File: src/rtl/arb_pkg.sv
// Shared types and helpers for the round-robin / fixed-priority arbiter.
package arb_pkg;

  typedef enum logic {IDLE = 1'b0, BUSY = 1'b1} arb_state_e;

  // Widest requester vector the helpers below handle.
  localparam int MAXN = 16;

  // Ceiling log2, usable in parameter defaults.
  function automatic int clog2(input int v);
    int r;
    r = 0;
    while ((1 << r) < v) r++;
    return r;
  endfunction

  // Index to one-hot. Callers slice the low N bits.
  function automatic logic [MAXN-1:0] idx2oh(input logic [3:0] idx);
    return MAXN'(1) << idx;
  endfunction

  // One-hot to index. Returns 0 for an all-zero vector.
  function automatic logic [3:0] oh2idx(input logic [MAXN-1:0] oh);
    logic [3:0] r;
    r = '0;
    for (int i = 0; i < MAXN; i++) if (oh[i]) r = 4'(i);
    return r;
  endfunction

endpackage

File: src/rtl/arb_pick.sv
// Combinational winner selection. Round-robin uses a double-width copy of the
// candidates shifted so the bit after rr_ptr lands at position 0; the first
// set bit then gives the offset from the pointer. Fixed mode is plain
// lowest-index priority.
module arb_pick import arb_pkg::*; #(
  parameter int N  = 4,
  parameter int IW = clog2(N)
) (
  input  logic [N-1:0]  req,
  input  logic [N-1:0]  mask,
  input  logic [IW-1:0] rr_ptr,
  input  logic          mode,
  output logic          win_valid,
  output logic [IW-1:0] win_idx
);

  // One extra bit so start (up to N) and start+offset (up to 2N-1) fit.
  localparam int SW = IW + 1;

  logic [N-1:0]   cand;
  logic [2*N-1:0] dbl;
  logic [N-1:0]   shf;
  logic [SW-1:0]  start, pos, sum;
  logic [IW-1:0]  lo_idx;

  // Masked double-width priority encode plus a plain lowest-index encode.
  always_comb begin
    cand   = req & mask;
    dbl    = {cand, cand};
    start  = SW'(rr_ptr) + SW'(1);
    shf    = N'(dbl >> start);
    pos    = '0;
    lo_idx = '0;
    for (int i = N - 1; i >= 0; i--) begin
      if (shf[i])  pos    = SW'(i);
      if (cand[i]) lo_idx = IW'(i);
    end
    sum = start + pos;
    if (sum >= SW'(N)) sum = sum - SW'(N);
    win_valid = |cand;
    win_idx   = mode ? lo_idx : sum[IW-1:0];
  end

endmodule

File: src/rtl/arbiter_rr_moore.sv
// N-requester arbiter with registered one-hot grant. Round-robin or fixed
// priority, plus a hold limit that forces the owner to yield to other
// pending requesters after MAX_HOLD consecutive cycles.
module arbiter_rr_moore import arb_pkg::*; #(
  parameter int N        = 4,
  parameter int MAX_HOLD = 16,
  parameter int IW       = clog2(N)
) (
  input  logic          clk,
  input  logic          rst_n,
  input  logic [N-1:0]  req,
  input  logic          mode,
  output logic [N-1:0]  grant,
  output logic          grant_valid,
  output logic [IW-1:0] grant_id,
  output logic          hold_timeout
);

  localparam int            HW        = clog2(MAX_HOLD);
  localparam logic [HW-1:0] HOLD_LAST = HW'(MAX_HOLD - 1);

  arb_state_e      state, state_d;
  logic [IW-1:0]   rr_ptr, rr_d;
  logic [HW-1:0]   hold_cnt, hold_d;
  logic            owner_req, at_limit;
  logic [N-1:0]    mask;
  logic            win_valid;
  logic [IW-1:0]   win_idx;
  logic            new_grant, pulse_d;
  logic [N-1:0]    grant_d;
  logic            valid_d;
  logic [IW-1:0]   id_d;
  logic [MAXN-1:0] oh_full;

  // Owner still requesting, and whether it has used up its hold budget.
  // At the limit the owner is masked out so only others can win.
  always_comb begin
    owner_req = |(req & grant);
    at_limit  = (hold_cnt == HOLD_LAST);
    mask      = (state == BUSY && owner_req && at_limit) ? ~grant : '1;
  end

  arb_pick #(.N(N), .IW(IW)) u_pick (
    .req       (req),
    .mask      (mask),
    .rr_ptr    (rr_ptr),
    .mode      (mode),
    .win_valid (win_valid),
    .win_idx   (win_idx)
  );

  // State, pointer, hold counter and output flops; reset clears everything.
  always_ff @(posedge clk or negedge rst_n) begin
    if (!rst_n) begin
      state        <= IDLE;
      rr_ptr       <= IW'(N - 1);
      hold_cnt     <= '0;
      grant        <= '0;
      grant_valid  <= 1'b0;
      grant_id     <= '0;
      hold_timeout <= 1'b0;
    end else begin
      state        <= state_d;
      rr_ptr       <= rr_d;
      hold_cnt     <= hold_d;
      grant        <= grant_d;
      grant_valid  <= valid_d;
      grant_id     <= id_d;
      hold_timeout <= pulse_d;
    end
  end

  // Next-state: decide between keep, re-arbitrate, forced rotation or idle.
  always_comb begin
    state_d   = state;
    rr_d      = rr_ptr;
    hold_d    = hold_cnt;
    new_grant = 1'b0;
    pulse_d   = 1'b0;
    case (state)
      IDLE: begin
        if (win_valid) begin
          new_grant = 1'b1;
          state_d   = BUSY;
        end
      end
      BUSY: begin
        if (!owner_req) begin
          if (win_valid) new_grant = 1'b1;
          else begin
            state_d = IDLE;
            hold_d  = '0;
          end
        end else if (!at_limit) begin
          hold_d = hold_cnt + HW'(1);
        end else if (win_valid) begin
          new_grant = 1'b1;
          pulse_d   = 1'b1;
        end
      end
      default: state_d = IDLE;
    endcase
    if (new_grant) begin
      rr_d   = win_idx;
      hold_d = '0;
    end
  end

  // Output next-values: load the winner, clear on idle, otherwise hold.
  always_comb begin
    oh_full = idx2oh(4'(win_idx));
    grant_d = grant;
    valid_d = grant_valid;
    id_d    = grant_id;
    if (new_grant) begin
      grant_d = oh_full[N-1:0];
      valid_d = 1'b1;
      id_d    = win_idx;
    end else if (state_d == IDLE) begin
      grant_d = '0;
      valid_d = 1'b0;
      id_d    = '0;
    end
  end

endmodule

File: config.mk
export PLATFORM = sky130hd
export DESIGN_NAME = arbiter_rr_moore
export DESIGN_NICKNAME = d
export VERILOG_FILES = /design/src/rtl/arb_pkg.sv /design/src/rtl/arb_pick.sv /design/src/rtl/arbiter_rr_moore.sv
export SDC_FILE = /design/constraint.sdc
export NUM_CORES = 1
export LEC_CHECK = 0
export ABC_CLOCK_PERIOD_IN_PS = 4600
export CORE_ASPECT_RATIO = 0.8
export CORE_UTILIZATION = 55
export DETAILED_ROUTE_END_ITERATION = 6
export GPL_TIMING_DRIVEN = 0
export PLACE_DENSITY = 0.81
export SYNTH_ARGS = -nofsm -noshare
export SYNTH_HDL_FRONTEND = slang
export SYNTH_SLANG_ARGS = --single-unit
File: constraint.sdc
create_clock -name clk -period 4.6 [get_ports clk]
set_clock_uncertainty 0.1 [all_clocks]
set_input_delay 0.92 -clock clk [delete_from_list [all_inputs] [get_ports clk]]
set_output_delay 0.92 -clock clk [all_outputs]
set_load 0.01 [all_outputs]
Fig. 1: run 1, signal wires on met1
Supply wires on this layer in gray.
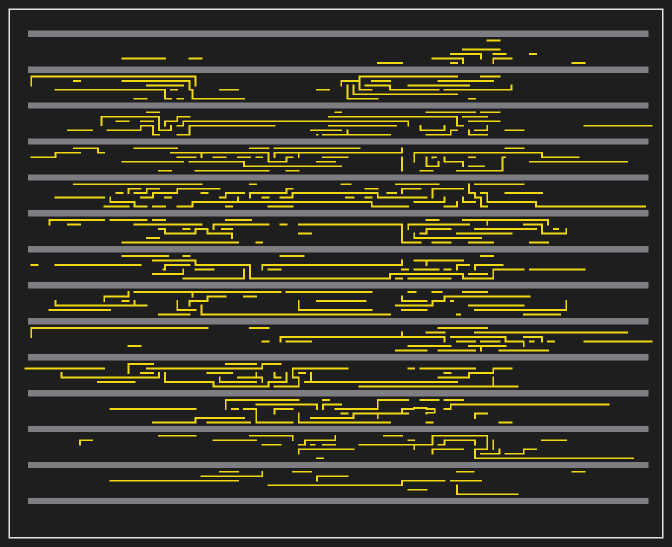
wire length on this layer = 1,050 um
share of all routed wire = 47%

Fig. 2: run 1, cell area per tile
10 x 8 tiles, from white (low) to dark blue (high), 0 to 100% covered.
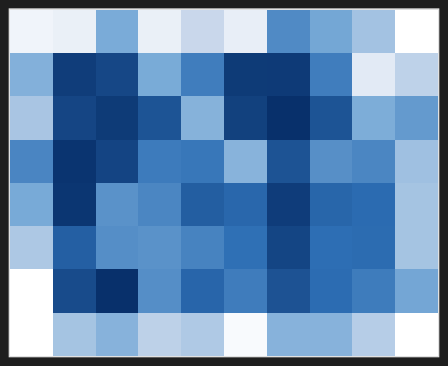
fullest tile = 100%
mean over tiles = 58%
nearly empty tiles = 5.0%
tiles over 75% full = 34%

Fig. 3: run 1, cell classes on the final placement
The bar under the picture is 10 um long. Fill, decap, tap and diode cells in gray.
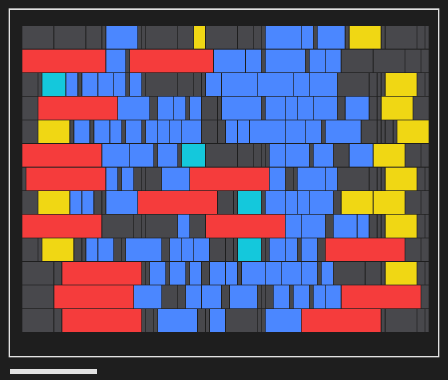
remaining buffers and delay cells -> yellow  # cells 14, share of their area 12%
clock drivers and dummy loads -> cyan  # cells 4, share of their area 2.6%
sequential cells -> red  # cells 15, share of their area 33%
remaining logic cells -> blue  # cells 99, share of their area 53%

==> results.yml, run 1 <==
# flow metrics
synthesis:
  synth-area-yosys_um2: 986
  syn_area_per_cell_um2: 8.57
  logic_family: "AND-OR/OR-AND gates"
  area_leaders: "dfrtp_1 33%, dfstp_2 5.3%, o21ai_0 4.6%"
  syn_nets: 124
  ys_sh_simple_pct: 21.4
  synth_cell_type_count: 42
  xor_share_pct: 0.888
  syn_area_um2: 986
  top_cell_area_share_pct: 33.0
  yosysCellCount: 115
  yosys.area.top_type: "dfrtp_1"
  fa_ha_area_share_pct: 2.54
  synthFlopType: "dfrtp_1"
  muxShareOfSynthArea_pct: 2.16
  ys_seq_share_pct: 38.3
  yosys_warnings: 0
  synth_flops: 15
  synth_cells: 115
  async_flop_share_pct: 100
  aoi_share_pct: 31.2
  edf_count: 0
worst_setup_path:
  start_kind: "primary input"
  rrSetupSlack_ps: 950
  worstSetupPathType: "primary input to flip-flop"
  r2r_end: "grant[2]$_DFFE_PN0P_"
  endpoint_kind: "flip-flop"
  rr_worst_depth: 11
  r2r_start: "hold_cnt[0]$_DFFE_PN0P_"
  critPathMaxFanout: 6
  cp.required_ps: 4660
  arrival_ps: 3980
detailed_routing:
  viasPerCell: 6.40
  wl_per_cell_um: 14.5
  ant_nets: 0
  dr.pass1.iters: 5
  totalWireLength_um: 2230
  drc_errors: 0
  drtIter0Drc: 28
  num_vias: 985
sta:
  setup_viol: 0
  finalCriticalPeriod_ps: 3920
  rsz0062_at_grt: "no"
  slew_viol_final: 0
  hold_viol: 0
  relSlewSlack_pct: 52.0
  setup_tns_ps: 0
  worst_slew_pin_slew_ps: 713
  fmax_mhz: 255
  period_used_pct: 85.2
clocking:
  cts.sinks: 15
  cts_tree: "yes"
  hold_buffers: 0
  clk_path_buf_depth: 2
  clk_pin_slew_ps: 100
  htree_levels: 1
  clk_latency_ps: 290
  post_cts_buffers: 0
  ctsResizeCount: 0
  cts_buffers: 3
  root_buffer: "clkbuf_4"
placed_design:
  gp_routability_congestion: 0.905
  dp_hpwl_um: 1720
  io_buffers: 13
job:
  warnings: 26
  maxCapViolCount: 0
cells_and_area:
  fillers: 139
  nNetsFinal: 142
  antenna_cells: 0
  layout-drive-gt1-share_pct: 10.6
  lay_top_cells: "13 x dfrtp_1, 13 x clkdlybuf4s50_1, 12 x nand2_1"
  utilization_pct: 70.7
  areaGrowthSynthToFinish_pct: 19.0
grt:
  gr-max-usage-layer: "met2"
  met3_usage_pct: 6.20
  groute.usage.overall_pct: 25.4
  grt.overflow.total: 0
  grt_max_degree: 16
  grt_util_met1_pct: 35.9
  grt_pass1_vias: 804
  antenna_found_initial: 0
  grt_pass1_wl_um: 3540
  grt_use_met2_pct: 38.0
die:
  core_area_mm2: 0.00166
  die_w_um: 49.3
  rows: 13
  die_h_um: 39.9
  initCoreUtil_pct: 59.4
  ios: 15
  dieArea_mm2: 0.00197
run_status:
  outcome: "finished clean"
power:
  power_leakage_nw: 0.475
  ir_drop_mv: 0.413
  powerDensity_mw_per_mm2: 531
worst_hold_path:
  min_from: "grant_id[0]$_DFFE_PN0P_"
  whs_endpoint: "grant_id[0]$_DFFE_PN0P_"
  min_path_type: "flip-flop to flip-flop"
  hold_depth: 2
run 1: layout make-up:
| class | instances | area [um^2] | area share (%) |
|---|---|---|---|
| sequential | 15 | 378 | 32.2 |
| clock buffer | 3 | 22.5 | 1.92 |
| timing repair buffer | 13 | 130 | 11.1 |
| inverter | 8 | 30.0 | 2.56 |
| buffer | 1 | 3.75 | 0.320 |
| tap | 22 | 27.5 | 2.35 |
| clock inverter | 1 | 7.51 | 0.640 |
| multi-input combinational | 91 | 574 | 48.9 |
run 1: how the worst max path moves through the flow:
stage	start	end	slack (ps)
6_report	req[2]	grant[2]$_DFFE_PN0P_	680
5_1_grt	req[2]	grant[2]$_DFFE_PN0P_	420
4_1_cts	req[2]	grant[2]$_DFFE_PN0P_	710
3_5_place_dp	req[2]	grant[2]$_DFFE_PN0P_	390
3_3_place_gp	req[2]	grant[2]$_DFFE_PN0P_	400
2_1_floorplan	req[2]	grant[1]$_DFFE_PN0P_	1390
run 1: routing by layer:
| metal | routed length, um | vias up | share of wire [%] |
|---|---|---|---|
| met5 | 0 | - | 0 |
| met1 | 1050 | 459 | 47 |
| met4 | 10 | 0 | 0.45 |
| met2 | 973 | 50 | 44 |
| met3 | 195 | 2 | 8.7 |
| li1 | - | 474 | - |
run 1: per-stage QoR:
| step | worst slack [ps] | std cells | cell area, um^2 | total power [mW] | hold slack, ps |
|---|---|---|---|---|---|
| after CTS | 709 | 154 | 1170 | 0.623 | 396 |
| after detailed placement | 387 | 150 | 1140 | 0.543 | 368 |
| after global routing | 421 | 154 | 1170 | 0.670 | 417 |
| final | 680 | 154 | 1170 | 0.623 | 393 |
| after global placement | 398 | 150 | 1140 | 0.529 | 365 |
| after floorplan | 1390 | 115 | 986 | 0.433 | 392 |
run 1: cells in the mapped netlist (all sizes together), types with 2 or more instances:
cell and count:
inv 7, o2111a 2, ha 2, and3 4, nand3 8, a211oi 2
a31oi 2, a21oi 7, nor3 2, o21ai 13, a22o 2, nor2 10
a21boi 3, a22oi 3, dfstp 2, a2111oi 2, dfrtp 13, nand2 12
run 1: critical path, cell delays in order:
cell	delay, ps
clkdlybuf4s50_1	540
a21boi_0	540
o31ai_1	140
a2111oi_0	460
ha_1	260
inv_1	60
and3_4	140
a211oi_2	320
mux2i_1	420
o21ai_0	170
run 1: kinds of logic (layout without fill, tap and decap cells):
family | count (synthesis) | in the layout
simple gates | 42 | 42
mux | 2 | 2
flops | 15 | 15
buf+inv | 9 | 26
fa+ha+maj | 2 | 2
xor+xnor | 1 | 1
compound gates | 44 | 44
run 1: state kept, by name, indices dropped and copies added (netlist names):
signal / cells
rr_ptr: 2
hold_timeout: 1
grant_valid: 1
hold_cnt: 4
state: 1
grant_id: 2
grant: 4
run 1: where the power goes:
part / switching [mW] / leakage [nW] / internal (mW)
clock network: 0.0460 / 0.0139 / 0.0331
registers: 0.0465 / 0.186 / 0.182
logic: 0.170 / 0.275 / 0.145
total: 0.263 / 0.475 / 0.360
Fig. 4: run 1, routing congestion map
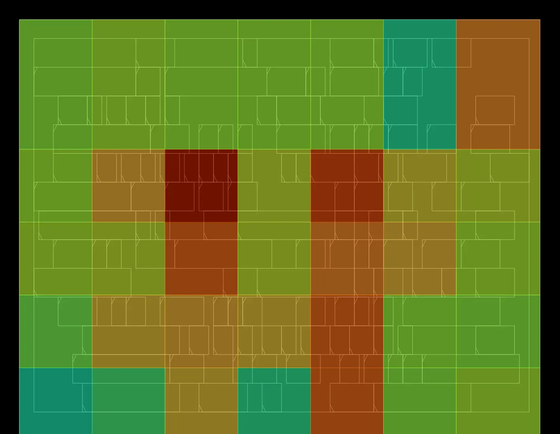

==> run 2: changes to the inputs <==
Settings changed: REMOVE_ABC_BUFFERS from default to 1.
Fig. 5: run 2, routing congestion map
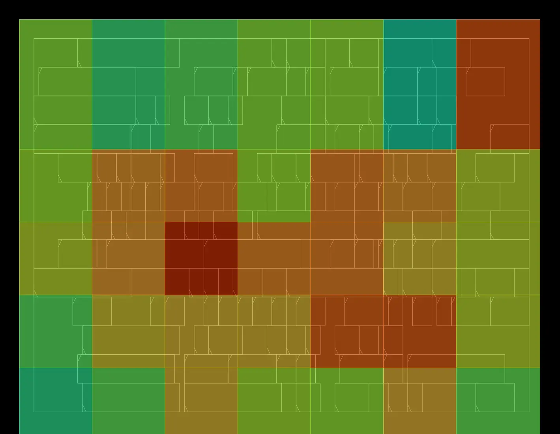
post-DR wirelength/cell: 15.1 um
final core utilization: 71.1%

==> run 2 against run 1 <==
Sequential share of layout area decreased by 0.17 points. Worst hold slack improved by 9.7 ps. Global-route usage grew 1.1 points. Routed wire length is 3.9% higher. Fmax fell by 0.83%. Combinational power barely moved. Highest routed layer unchanged. Critical path type unchanged. Clock power down 2%. Largest cell class unchanged. Total power decreased by 0.20%.
==> results.yml, run 2 <==
# flow metrics
clocking:
  ctsResizeCount: 0
  cts_tree: "yes"
  post_cts_buffers: 0
  cts_buffers: 3
  clk_pin_slew_ps: 90
  clk_latency_ps: 290
  hold_buffers: 0
  htree_levels: 1
  clk_path_buf_depth: 2
  root_buffer: "clkbuf_4"
synthesis:
  muxShareOfSynthArea_pct: 2.16
  edf_count: 0
  syn_area_um2: 986
  aoi_share_pct: 31.2
  top_cell_area_share_pct: 33.0
  async_flop_share_pct: 100
  yosys_warnings: 0
  fa_ha_area_share_pct: 2.54
  synth_top_cell_by_count: "dfrtp_1"
  synth-area-yosys_um2: 986
  ys_seq_share_pct: 38.3
  ys_sh_simple_pct: 21.4
  syn_area_per_cell_um2: 8.57
  synth_cells: 115
  yosysCellCount: 115
  ys_top_cells_by_count: "13 x dfrtp_1, 12 x nand2_1, 10 x nor2_1, 9 x o21ai_0, 8 x nand3_1"
  yosys.area.top_type: "dfrtp_1"
power:
  power_leakage_nw: 0.477
  ir_drop_mv: 0.326
  powerDensity_mw_per_mm2: 527
cells_and_area:
  layout-drive-gt1-share_pct: 10.6
  nNetsFinal: 142
  areaGrowthSynthToFinish_pct: 19.7
  lay_top_cells: "14 x clkdlybuf4s50_1, 13 x dfrtp_1, 12 x nand2_1"
  antenna_cells: 0
  reg_top3: "grant x4, hold_cnt x4"
  logic_area_um2: 574
detailed_routing:
  dr.pass1.iters: 4
  viasPerCell: 6.40
  drc_errors: 0
  num_vias: 985
  drtIter0Drc: 48
grt:
  grt_max_degree: 16
  antenna_found_initial: 0
  groute.usage.overall_pct: 26.4
  grt.overflow.total: 0
  grt_pass1_vias: 810
sta:
  hold_viol: 0
  finalCriticalPeriod_ps: 3950
  setup_tns_ps: 0
  worst_slew_pin_slew_ps: 672
  rsz0062_at_grt: "no"
  hold_ws_ps: 402
  setup_viol: 0
  fmax_mhz: 253
worst_setup_path:
  rr_worst_depth: 11
  crit_path_start: "req[2]"
  rrSetupSlack_ps: 950
  endpoint_kind: "flip-flop"
  cp_cell_sequence: "clkdlybuf4s50_1, a21boi_0, o31ai_1, a2111oi_0, ha_1, inv_1, and3_4, a211oi_2, mux2i_1, o21ai_0"
  arrival_ps: 4000
  cp_slowest_stage_delay_ps: 580
  r2r_end: "grant_id[1]$_DFFE_PN0P_"
  cp.required_ps: 4640
placed_design:
  dp_hpwl_um: 1760
  io_buffers: 14
die:
  die_w_um: 49.3
  rows: 13
  initCoreUtil_pct: 59.4
job:
  maxCapViolCount: 0
  warnings: 25
run_status:
  outcome: "finished clean"
worst_hold_path:
  min_path_type: "flip-flop to flip-flop"
run 2: cell count changes in the layout (fill, tap and decap cells not counted):
cell and delta:
clkbuf_1 -1, clkdlybuf4s50_1 +1
run 2: routing by layer:
layer  global-route usage, %  up-vias  share of wire, %
li1                        -      470                 -
met1                    35.0      462                48
met2                    40.8       49                43
met3                    8.91        4               7.2
met4                    8.09        0               1.6
met5                       0        -                 0
run 2: how the worst min path moves through the flow:
stage / startpoint / to / slack (ps) / depth (start not counted)
4_1_cts: grant_id[0]$_DFFE_PN0P_ / grant_id[0]$_DFFE_PN0P_ / 410 / 2
5_1_grt: grant_id[0]$_DFFE_PN0P_ / grant_id[0]$_DFFE_PN0P_ / 440 / 2
2_1_floorplan: hold_cnt[1]$_DFFE_PN0P_ / hold_cnt[1]$_DFFE_PN0P_ / 390 / 1
3_3_place_gp: grant_id[0]$_DFFE_PN0P_ / grant_id[0]$_DFFE_PN0P_ / 360 / 2
6_report: grant_id[0]$_DFFE_PN0P_ / grant_id[0]$_DFFE_PN0P_ / 400 / 2
3_5_place_dp: grant_id[0]$_DFFE_PN0P_ / grant_id[0]$_DFFE_PN0P_ / 380 / 2
run 2: worst max-delay path, delay by kind of cell:
family | cells | cell delay, ps
buffers and inverters | 2 | 600
muxes | 1 | 420
adders and majority gates | 1 | 250
AOI/OAI and AO/OA | 5 | 1660
and+or+nand+nor | 1 | 140
run 2: power by group:
part,internal (mW),switching [mW],total [mW]
registers,0.182,0.0481,0.230
clock network,0.0331,0.0445,0.0776
logic,0.146,0.168,0.314
total,0.361,0.260,0.622
run 2: kinds of logic (layout without fill, tap and decap cells):
family                   Yosys count  count (layout)
XOR/XNOR                           1               1
AND-OR/OR-AND                     44              44
buffers and inverters              9              26
AND/OR/NAND/NOR                   42              42
flip-flops                        15              15
adder cells (fa/ha/maj)            2               2
multiplexers                       2               2
run 2: area by class of cell:
type / instances / share of cell area [%]
Sequential cell: 15 / 32.0
Clock buffer: 3 / 1.91
Tap cell: 22 / 2.33
Inverter: 8 / 2.55
Timing Repair Buffer: 14 / 11.9
Multi-Input combinational cell: 91 / 48.7
Clock inverter: 1 / 0.636
run 2: per-stage QoR:
stage | power [mW] | util [%] | worst slack, ps | instances | cell area (um^2)
after floorplan | 0.432 | - | 1390 | 114 | 982
after global placement | 0.532 | 69.3 | 407 | 150 | 1150
after detailed placement | 0.544 | 69.3 | 389 | 150 | 1150
after CTS | 0.623 | 71.1 | 687 | 154 | 1180
after global routing | 0.673 | 71.1 | 455 | 154 | 1180
final | 0.622 | 71.1 | 647 | 154 | 1180
Power is estimated from default activity; no workload was simulated.
